File: src/rtl/instr_fetch_unit.sv
// Instruction fetch unit: owns the PC, issues one instruction-memory read
// at a time and drives the IF/ID pipeline register inputs.
// IF/ID captures every cycle, so stalls hold these outputs and flushes
// drive a NOP bubble.
// Optional build macro: IF_PERF_CNT_EN adds fetched/bubble counters;
// without it perf_fetched and perf_bubbles are tied to zero.
//
// state     | meaning
// ----------+------------------------------------------------------------
// S_REQ     | request pc from memory, wait for imem_ready
// S_WAIT    | request accepted, waiting for imem_rvalid
// S_HOLD    | response arrived under stall, word parked in hold buffer
// S_DISCARD | redirect overtook an accepted request, drop its response
module instr_fetch_unit #(
  parameter logic [31:0] RESET_PC  = 32'h0000_0000,
  parameter logic [31:0] NOP_INSTR = 32'h0000_0000
) (
  input  logic        clock,
  input  logic        reset,
  input  logic        stall,
  input  logic        redirect,
  input  logic [31:0] redirect_pc,
  output logic        imem_req,
  output logic [31:0] imem_addr,
  input  logic        imem_ready,
  input  logic        imem_rvalid,
  input  logic [31:0] imem_rdata,
  output logic [31:0] IF_IN,
  output logic [31:0] IF_PC,
  output logic [31:0] IF_PCplus4,
  output logic        IF_VALID,
  output logic [31:0] perf_fetched,
  output logic [31:0] perf_bubbles
);

  typedef enum logic [1:0] {S_REQ, S_WAIT, S_HOLD, S_DISCARD} state_t;

  state_t      r_state;
  state_t      w_next_state;
  logic [31:0] r_pc;
  logic [31:0] r_hold_instr;
  logic [31:0] r_if_in;
  logic [31:0] r_if_pc;
  logic [31:0] r_if_pcplus4;
  logic        r_if_valid;

  logic        w_load_live;
  logic        w_load_hold;
  logic        w_load_bubble;
  logic        w_capture_hold;
  logic [31:0] w_pc_plus4;
  logic [31:0] w_redirect_pc;
  logic        w_unused_rpc_bits;

  assign w_pc_plus4        = r_pc + 32'd4;
  assign w_redirect_pc     = {redirect_pc[31:2], 2'b00};
  assign w_unused_rpc_bits = ^redirect_pc[1:0];

  // state register
  always_ff @(posedge clock or posedge reset) begin
    if (reset) r_state <= S_REQ;
    else       r_state <= w_next_state;
  end

  // next-state: redirect overrides stall; accepted-but-unanswered requests go to DISCARD
  always_comb begin
    w_next_state = r_state;
    case (r_state)
      S_REQ:     if (imem_ready) w_next_state = redirect ? S_DISCARD : S_WAIT;
      S_WAIT: begin
        if (redirect)         w_next_state = imem_rvalid ? S_REQ : S_DISCARD;
        else if (imem_rvalid) w_next_state = stall ? S_HOLD : S_REQ;
      end
      S_HOLD:    if (redirect || !stall) w_next_state = S_REQ;
      S_DISCARD: if (imem_rvalid) w_next_state = S_REQ;
      default:   w_next_state = S_REQ;
    endcase
  end

  // output decode: memory request and which value the IF outputs load this cycle
  always_comb begin
    imem_req       = 1'b0;
    w_load_live    = 1'b0;
    w_load_hold    = 1'b0;
    w_capture_hold = 1'b0;
    case (r_state)
      S_REQ:  imem_req = ~reset;
      S_WAIT: begin
        w_load_live    = imem_rvalid & ~stall & ~redirect;
        w_capture_hold = imem_rvalid &  stall & ~redirect;
      end
      S_HOLD: w_load_hold = ~stall & ~redirect;
      default: ;
    endcase
    w_load_bubble = redirect | (~stall & ~w_load_live & ~w_load_hold);
  end

  assign imem_addr = r_pc;

  // PC advances only when its instruction is handed to IF/ID; redirect reloads it
  always_ff @(posedge clock or posedge reset) begin
    if (reset) begin
      r_pc         <= RESET_PC;
      r_hold_instr <= NOP_INSTR;
    end else if (redirect) begin
      r_pc         <= w_redirect_pc;
      r_hold_instr <= NOP_INSTR;
    end else begin
      if (w_load_live || w_load_hold) r_pc <= w_pc_plus4;
      if (w_capture_hold) r_hold_instr <= imem_rdata;
    end
  end

  // IF/ID-facing registers: load live word, held word or bubble, otherwise hold
  always_ff @(posedge clock or posedge reset) begin
    if (reset) begin
      r_if_in      <= NOP_INSTR;
      r_if_pc      <= 32'd0;
      r_if_pcplus4 <= 32'd0;
      r_if_valid   <= 1'b0;
    end else if (w_load_live || w_load_hold) begin
      r_if_in      <= w_load_live ? imem_rdata : r_hold_instr;
      r_if_pc      <= r_pc;
      r_if_pcplus4 <= w_pc_plus4;
      r_if_valid   <= 1'b1;
    end else if (w_load_bubble) begin
      r_if_in      <= NOP_INSTR;
      r_if_valid   <= 1'b0;
    end
  end

  assign IF_IN      = r_if_in;
  assign IF_PC      = r_if_pc;
  assign IF_PCplus4 = r_if_pcplus4;
  assign IF_VALID   = r_if_valid;

`ifdef IF_PERF_CNT_EN
  logic [31:0] r_perf_fetched;
  logic [31:0] r_perf_bubbles;

  // count cycles that load a real instruction or a bubble into IF/ID
  always_ff @(posedge clock or posedge reset) begin
    if (reset) begin
      r_perf_fetched <= 32'd0;
      r_perf_bubbles <= 32'd0;
    end else begin
      if (w_load_live || w_load_hold) r_perf_fetched <= r_perf_fetched + 32'd1;
      else if (w_load_bubble)         r_perf_bubbles <= r_perf_bubbles + 32'd1;
    end
  end

  assign perf_fetched = r_perf_fetched;
  assign perf_bubbles = r_perf_bubbles;
`else
  assign perf_fetched = 32'd0;
  assign perf_bubbles = 32'd0;
`endif

endmodule

File: config.mk
export PLATFORM = sky130hd
export DESIGN_NAME = instr_fetch_unit
export DESIGN_NICKNAME = d
export VERILOG_FILES = /design/src/rtl/instr_fetch_unit.sv
export SDC_FILE = /design/constraint.sdc
export NUM_CORES = 1
export LEC_CHECK = 0
export ABC_AREA = 1
export CAP_MARGIN = 20
export CORE_ASPECT_RATIO = 0.5
export CORE_MARGIN = 2
export CORE_UTILIZATION = 40
export DETAILED_ROUTE_END_ITERATION = 16
export HOLD_SLACK_MARGIN = 0.1
export PLACE_DENSITY = 0.83
export SLEW_MARGIN = 20
export SYNTH_ARGS = -nofsm -noshare
export SYNTH_HDL_FRONTEND = slang
export SYNTH_SLANG_ARGS = --single-unit
File: constraint.sdc
create_clock -name clock -period 5.9 [get_ports clock]
set_input_delay 1.18 -clock clock [delete_from_list [all_inputs] [get_ports clock]]
set_output_delay 1.18 -clock clock [all_outputs]
set_load 0.02 [all_outputs]
==> flow_summary.json, run 1 <==
{
  "cts_made_buffers": 17,
  "ys_ff": 157,
  "async_reset_ff_frac": 1.00,
  "synth_area_per_cell_sq_um": 8.32,
  "finalClockPeriodUsage": 0.682,
  "path_depth": 8,
  "swShare": 0.363,
  "ys_seq_share": 0.520,
  "hold_ws_ps": 473,
  "dp_slack_ps": 1470,
  "ys_sh_mux": 0,
  "drt_iter0_drc": 262,
  "buffers_excl_clock": 197,
  "internal-power_mw": 2.59,
  "insertion_delay_ps": 410,
  "hp-start": "IF_PC[10]",
  "drt-met1-wl_mm": 8.47,
  "r2r_slack_ps": 2670,
  "crit_slowest_cell": "inv_2",
  "simple_gate_share": 0.234,
  "ff_type": "dfrtp_1",
  "setup_viol": 0,
  "area_growth_pct": 32.1,
  "antenna_found_initial": 0,
  "grt_max_degree": 122,
  "irDropWorstVdd_v": 0.000220,
  "seq-power_mw": 1.54,
  "hold_viol": 0,
  "fin_crit_ps": 4020,
  "rr_worst_depth": 9,
  "sh_seq_area": 0.394,
  "grt.met1_usage": 0.253,
  "inverters": 111,
  "top_layer": "met4",
  "syn-cell-area_sq_um": 7550,
  "die.size.y_um": 101,
  "routabilityCongestion": 0.824,
  "die-width_um": 198,
  "pg_clk_mw": 1.09,
  "placed_cells": 1329,
  "root_buffer": "clkbuf_16",
  "clockBufferDepth": 2,
  "fin_util": 0.541,
  "grt_use_total": 0.202,
  "grt-ovfl-total": 0,
  "ys_warn_count": 0,
  "grt_util_met2": 0.352,
  "maxCapViolations": 0,
  "vias": 6525,
  "power_leader": "sequential cells",
  "first_pass_iters": 5,
  "run_status": "finished, final reports clean",
  "ys_sh_xor": 0.00580,
  "final_cell_area_sq_um": 9980,
  "wl_met3_mm": 1.08,
  "power_frac_seq": 0.379,
  "busiest_layer": "met2",
  "synth_adder_area_share": 0.00166,
  "cts_tree": "built",
  "cp-start-kind": "input pin",
  "dr_wl_met2_mm": 10.0,
  "die_area_sq_um": 20100,
  "num-nets-final": 1160,
  "rsz0062_at_grt": "false",
  "fmaxAchievable_mhz": 249,
  "cts_resized": 0,
  "top_logic_kind": "simple AND/OR/NAND/NOR gates",
  "yosys_area_sq_um": 7550,
  "layout-drive-gt1-share": 0.0499,
  "wirelength_mm": 20.1,
  "cp_data_required_time_ps": 6200,
  "dpl_cell_area_sq_um": 9390
}
[run 1: cells in the mapped netlist, types with 2 or more instances]
| cell | number | area share |
|---|---|---|
| nor2_4 | 3 | 0.0045 |
| buf_1 | 5 | 0.0025 |
| o21ai_1 | 5 | 0.0033 |
| o221ai_1 | 32 | 0.037 |
| clkbuf_1 | 10 | 0.0050 |
| buf_6 | 4 | 0.0060 |
| inv_1 | 106 | 0.053 |
| nand2_1 | 323 | 0.16 |
| o21ai_0 | 18 | 0.012 |
| nand3_2 | 3 | 0.0040 |
| nand2_4 | 2 | 0.0030 |
| o22ai_1 | 32 | 0.027 |
| nand4_1 | 2 | 0.0017 |
| buf_2 | 13 | 0.0086 |
| xnor2_1 | 4 | 0.0046 |
| o21bai_1 | 4 | 0.0040 |
| buf_4 | 71 | 0.071 |
| inv_2 | 5 | 0.0025 |
| and2_1 | 3 | 0.0025 |
| nor2_2 | 3 | 0.0025 |
| dfrtp_1 | 157 | 0.52 |
| nor2_1 | 39 | 0.019 |
| o211ai_1 | 2 | 0.0020 |
| nand3_1 | 51 | 0.034 |
[run 1: sequential cells by signal, summed over array words and instances (netlist names)]
register and count:
IF_IN 32, IF_PC 30, IF_PCplus4 30, IF_VALID 1, imem_addr 30, r_hold_instr 32, r_state 2
[run 1: worst reg2reg max path, cell delays in order, from the launching register on]
cell,delay [ps]
dfrtp_1,440
inv_2,90
nor2_2,50
nand2_2,570
nand2_4,490
inv_2,810
buf_4,450
nand2_1,110
nand3_1,80
nand2_1,50
[run 1: worst max path at each step]
stage               slack, ps         from           end
detailed placement       1470  imem_rvalid  imem_addr[2]
floorplan                 490        reset      IF_IN[0]
global route             1600  imem_rvalid  imem_addr[2]
finish                   1880  imem_rvalid  imem_addr[2]
CTS                      1890  imem_rvalid  imem_addr[2]
global placement         1500     redirect  imem_addr[2]
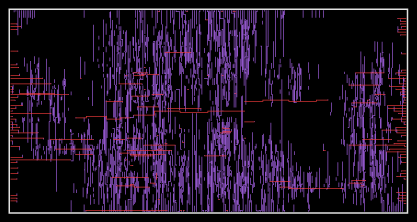
Fig. 1. Wiring by layer (run 1).
Drawn at 2 px/um. Two of the layers only.
legend:
  metal 3:
    colour: red
    wire_length: 1080 um
  metal 2:
    colour: purple
    wire_length: 10000 um

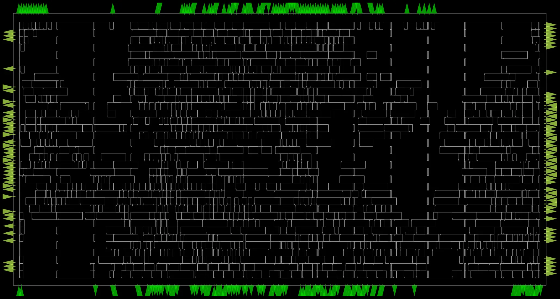
Fig. 2. Cell outlines without signal wires (run 1).
num rows: 35
CORE AREA: 18400 sq um

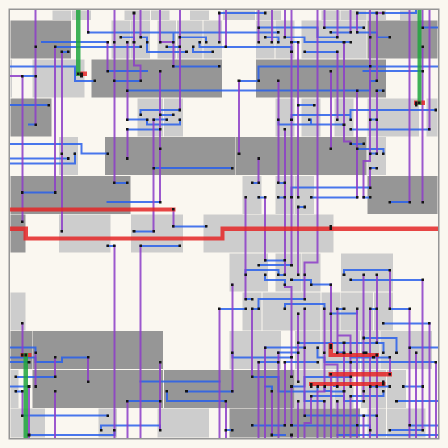
Fig. 3. Layout detail (run 1).
Region (84, 36) to (114, 66) um. Cells in grey, sequential cells in the stronger grey; small squares are vias.
legend:
  metal 1:
    colour: blue
  metal 3:
    colour: red
  metal 4:
    colour: green
  metal 2:
    colour: purple
sequential cells in the window: 11
netlist names of flops here include: IF_PC (4), IF_PCplus4 (3), imem_addr (3)
cells with their middle in the window: 57
most frequent: nand2_1 (17), dfrtp_1 (11), clkdlybuf4s50_1 (7)

Fig. 4: run 1, wire density map
Drawn at 2 px/um. 40 x 20 tiles, from dark purple (low) to yellow (high), scaled to the fullest tile. Values are wire area over tile area, all layers added.
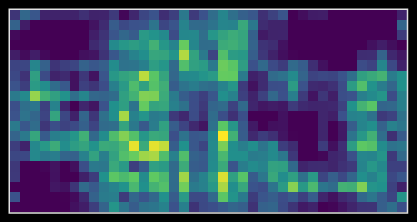

==> run 2: changes to the inputs <==
Settings changed: PLACE_DENSITY 0.83 to 0.86.
Clock period 5.9 ns to 3.45 ns, I/O delays scaled along.
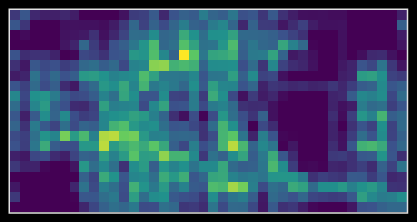
Fig. 5. Wire density map (run 2).
Drawn at 2 px/um. 40 x 20 tiles, from dark purple (low) to yellow (high), scaled to the fullest tile. Values are wire area over tile area, all layers added.
emptiest ninth of the die: north-east
mean over tiles: 0.16
tiles over half the peak: 15%

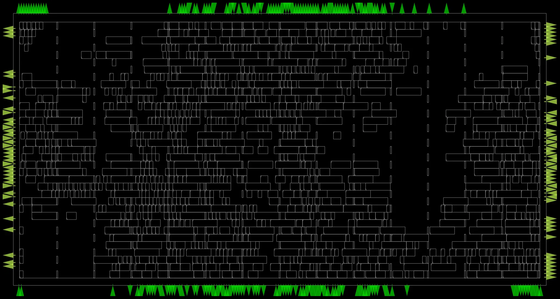
Fig. 6. Cell outlines without signal wires (run 2).
fillers: 1625
Tap Count: 259
flop share of the area: 0.390
fin util: 0.546

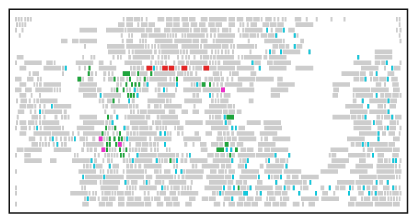
Fig. 7. Selected gate families (run 2).
Drawn at 2 px/um.
legend:
  XOR/XNOR gates:
    colour: red
    cells: 5
    most_used: xnor2_1
  AND and OR gates:
    colour: magenta
    cells: 4
    most_used: and2_1
  inverters:
    colour: cyan
    cells: 111
    most_used: inv_1
  NOR gates:
    colour: green
    cells: 46
    most_used: nor2_1

==> flow_summary.json, run 2 <==
{
  "num-nets-final": 1168,
  "drv_slew": 0,
  "power_mw": 6.99,
  "layout-drive-gt1-share": 0.0568,
  "crit_arrival_ps": 1890,
  "hp-start": "IF_PC[15]",
  "area_growth_pct": 33.2,
  "crit_slowest_cell": "clkdlybuf4s50_1",
  "crit_top_cell": "nor2_1",
  "ios": 264,
  "r2r_start": "r_state[0]",
  "clockBufferDepth": 2,
  "antenna_cells": 0,
  "die-width_um": 198,
  "maxCapViolations": 0,
  "topCellsByArea": "dfrtp_1 52%, nand2_1 16%, buf_4 7.1%, inv_1 5.3%, o221ai_1 3.7%",
  "first_pass_iters": 5,
  "ys_seq_share": 0.520,
  "hold_viol": 0,
  "yosysTopAreaCell": "dfrtp_1",
  "grt_max_degree": 61,
  "yosys-stat-cells": 908,
  "syn-cell-area_sq_um": 7550,
  "swShare": 0.361,
  "ys_warn_count": 0,
  "fmaxAchievable_mhz": 388,
  "fin_crit_ps": 2580,
  "post-cts-setup-buffers": 0,
  "root_buffer": "clkbuf_16",
  "async_reset_ff_frac": 1.00,
  "yosys.area.top_type_share": 0.520,
  "run_status": "finished, final reports clean",
  "rsz0062_at_grt": "false",
  "yosys_area_sq_um": 7550,
  "power_density_nw_per_um2": 695,
  "ff_type": "dfrtp_1",
  "switching_power_mw": 2.53,
  "synth_area_per_cell_sq_um": 8.32,
  "worst_path_largest_cell_delay_ps": 610,
  "design.core.area_sq_um": 18400,
  "fp-row-count": 35,
  "die.size.y_um": 101,
  "numClockSinks": 157,
  "cts_resized": 0,
  "yosysMostFrequentCell": "nand2_1",
  "insertion_delay_ps": 410,
  "setup_viol": 0,
  "irDropWorstVdd_v": 0.000390,
  "cts_made_buffers": 17,
  "die_area_sq_um": 20100,
  "cp-start-kind": "flip-flop",
  "wirelength_mm": 19.9,
  "synthTopCellsByCount": "323 x nand2_1, 157 x dfrtp_1, 106 x inv_1",
  "synth_cell_type_count": 35,
  "vias": 6526,
  "cts_tree": "built",
  "drt_iter0_drc": 331,
  "routabilityCongestion": 0.847,
  "antenna_found_initial": 0,
  "grt-ovfl-total": 0,
  "finalClockPeriodUsage": 0.748,
  "cp_data_required_time_ps": 2760,
  "crit_start": "r_state[1]",
  "grt_use_total": 0.202,
  "power_frac_seq": 0.378,
  "internal-power_mw": 4.47,
  "ys_ff": 157
}
run 2: cell counts after synthesis:
No cell type changed its count.
run 2: layout make-up:
type                    count  area, sq um
clock inverters            11          135
multi-input cells         605         2750
fillers                  1625         8370
clock buffers              21          460
repair buffers            205         2040
flip-flops and latches    157         3930
well taps                 259          324
inverters                 111          420
run 2: power by group through the flow:
stage | Clock [mW] | Combinational (mW) | Sequential, mW
final | 1.89 | 2.45 | 2.65
after global placement | 0 | 2.42 | 2.66
after global routing | 2.00 | 2.66 | 2.70
after CTS | 1.93 | 2.48 | 2.64
after detailed placement | 0 | 2.47 | 2.67
after floorplan | 0 | 0.881 | 3.10
run 2: path summary, 6_finish.rpt:
path | endpoint | slack (ps) | depth (start not counted)
hold / removal | IF_PC[15] | 470 | 2
setup / recovery | imem_req | 870 | 4
max in group asynchronous | imem_addr[15] | 1970 | 3
setup reg to reg | imem_addr[25] | 1450 | 10
hold reg to reg | IF_PC[15] | 470 | 2
min in group asynchronous | r_hold_instr[25] | 720 | 2
run 2: through the flow:
stage | util | setup slack, ps | hold WS, ps | std cells | area [sq um]
finish | 0.546 | 870 | 471 | 1369 | 10100
global route | 0.546 | 743 | 514 | 1369 | 10100
CTS | 0.546 | 873 | 478 | 1369 | 10100
detailed placement | 0.514 | 735 | 462 | 1337 | 9470
global placement | 0.514 | 764 | 458 | 1337 | 9470
floorplan | - | 773 | 490 | 977 | 7820
run 2: layer usage:
layer  track usage  wire [um]
met1         0.243       8280
met2         0.365      10100
met3        0.0373        993
met4        0.0798        499
met5             0          0
run 2: cells by family after synthesis:
group,count (synthesis),synth area share
other,1,0.000496
adders and majority gates,1,0.00166
DFF,157,0.520
and+or+nand+nor,432,0.234
AOI/OAI and AO/OA,97,0.0883
xor gates and xnor gates,5,0.00580
buffers and inverters,215,0.150
Power is estimated from default activity; no workload was simulated.
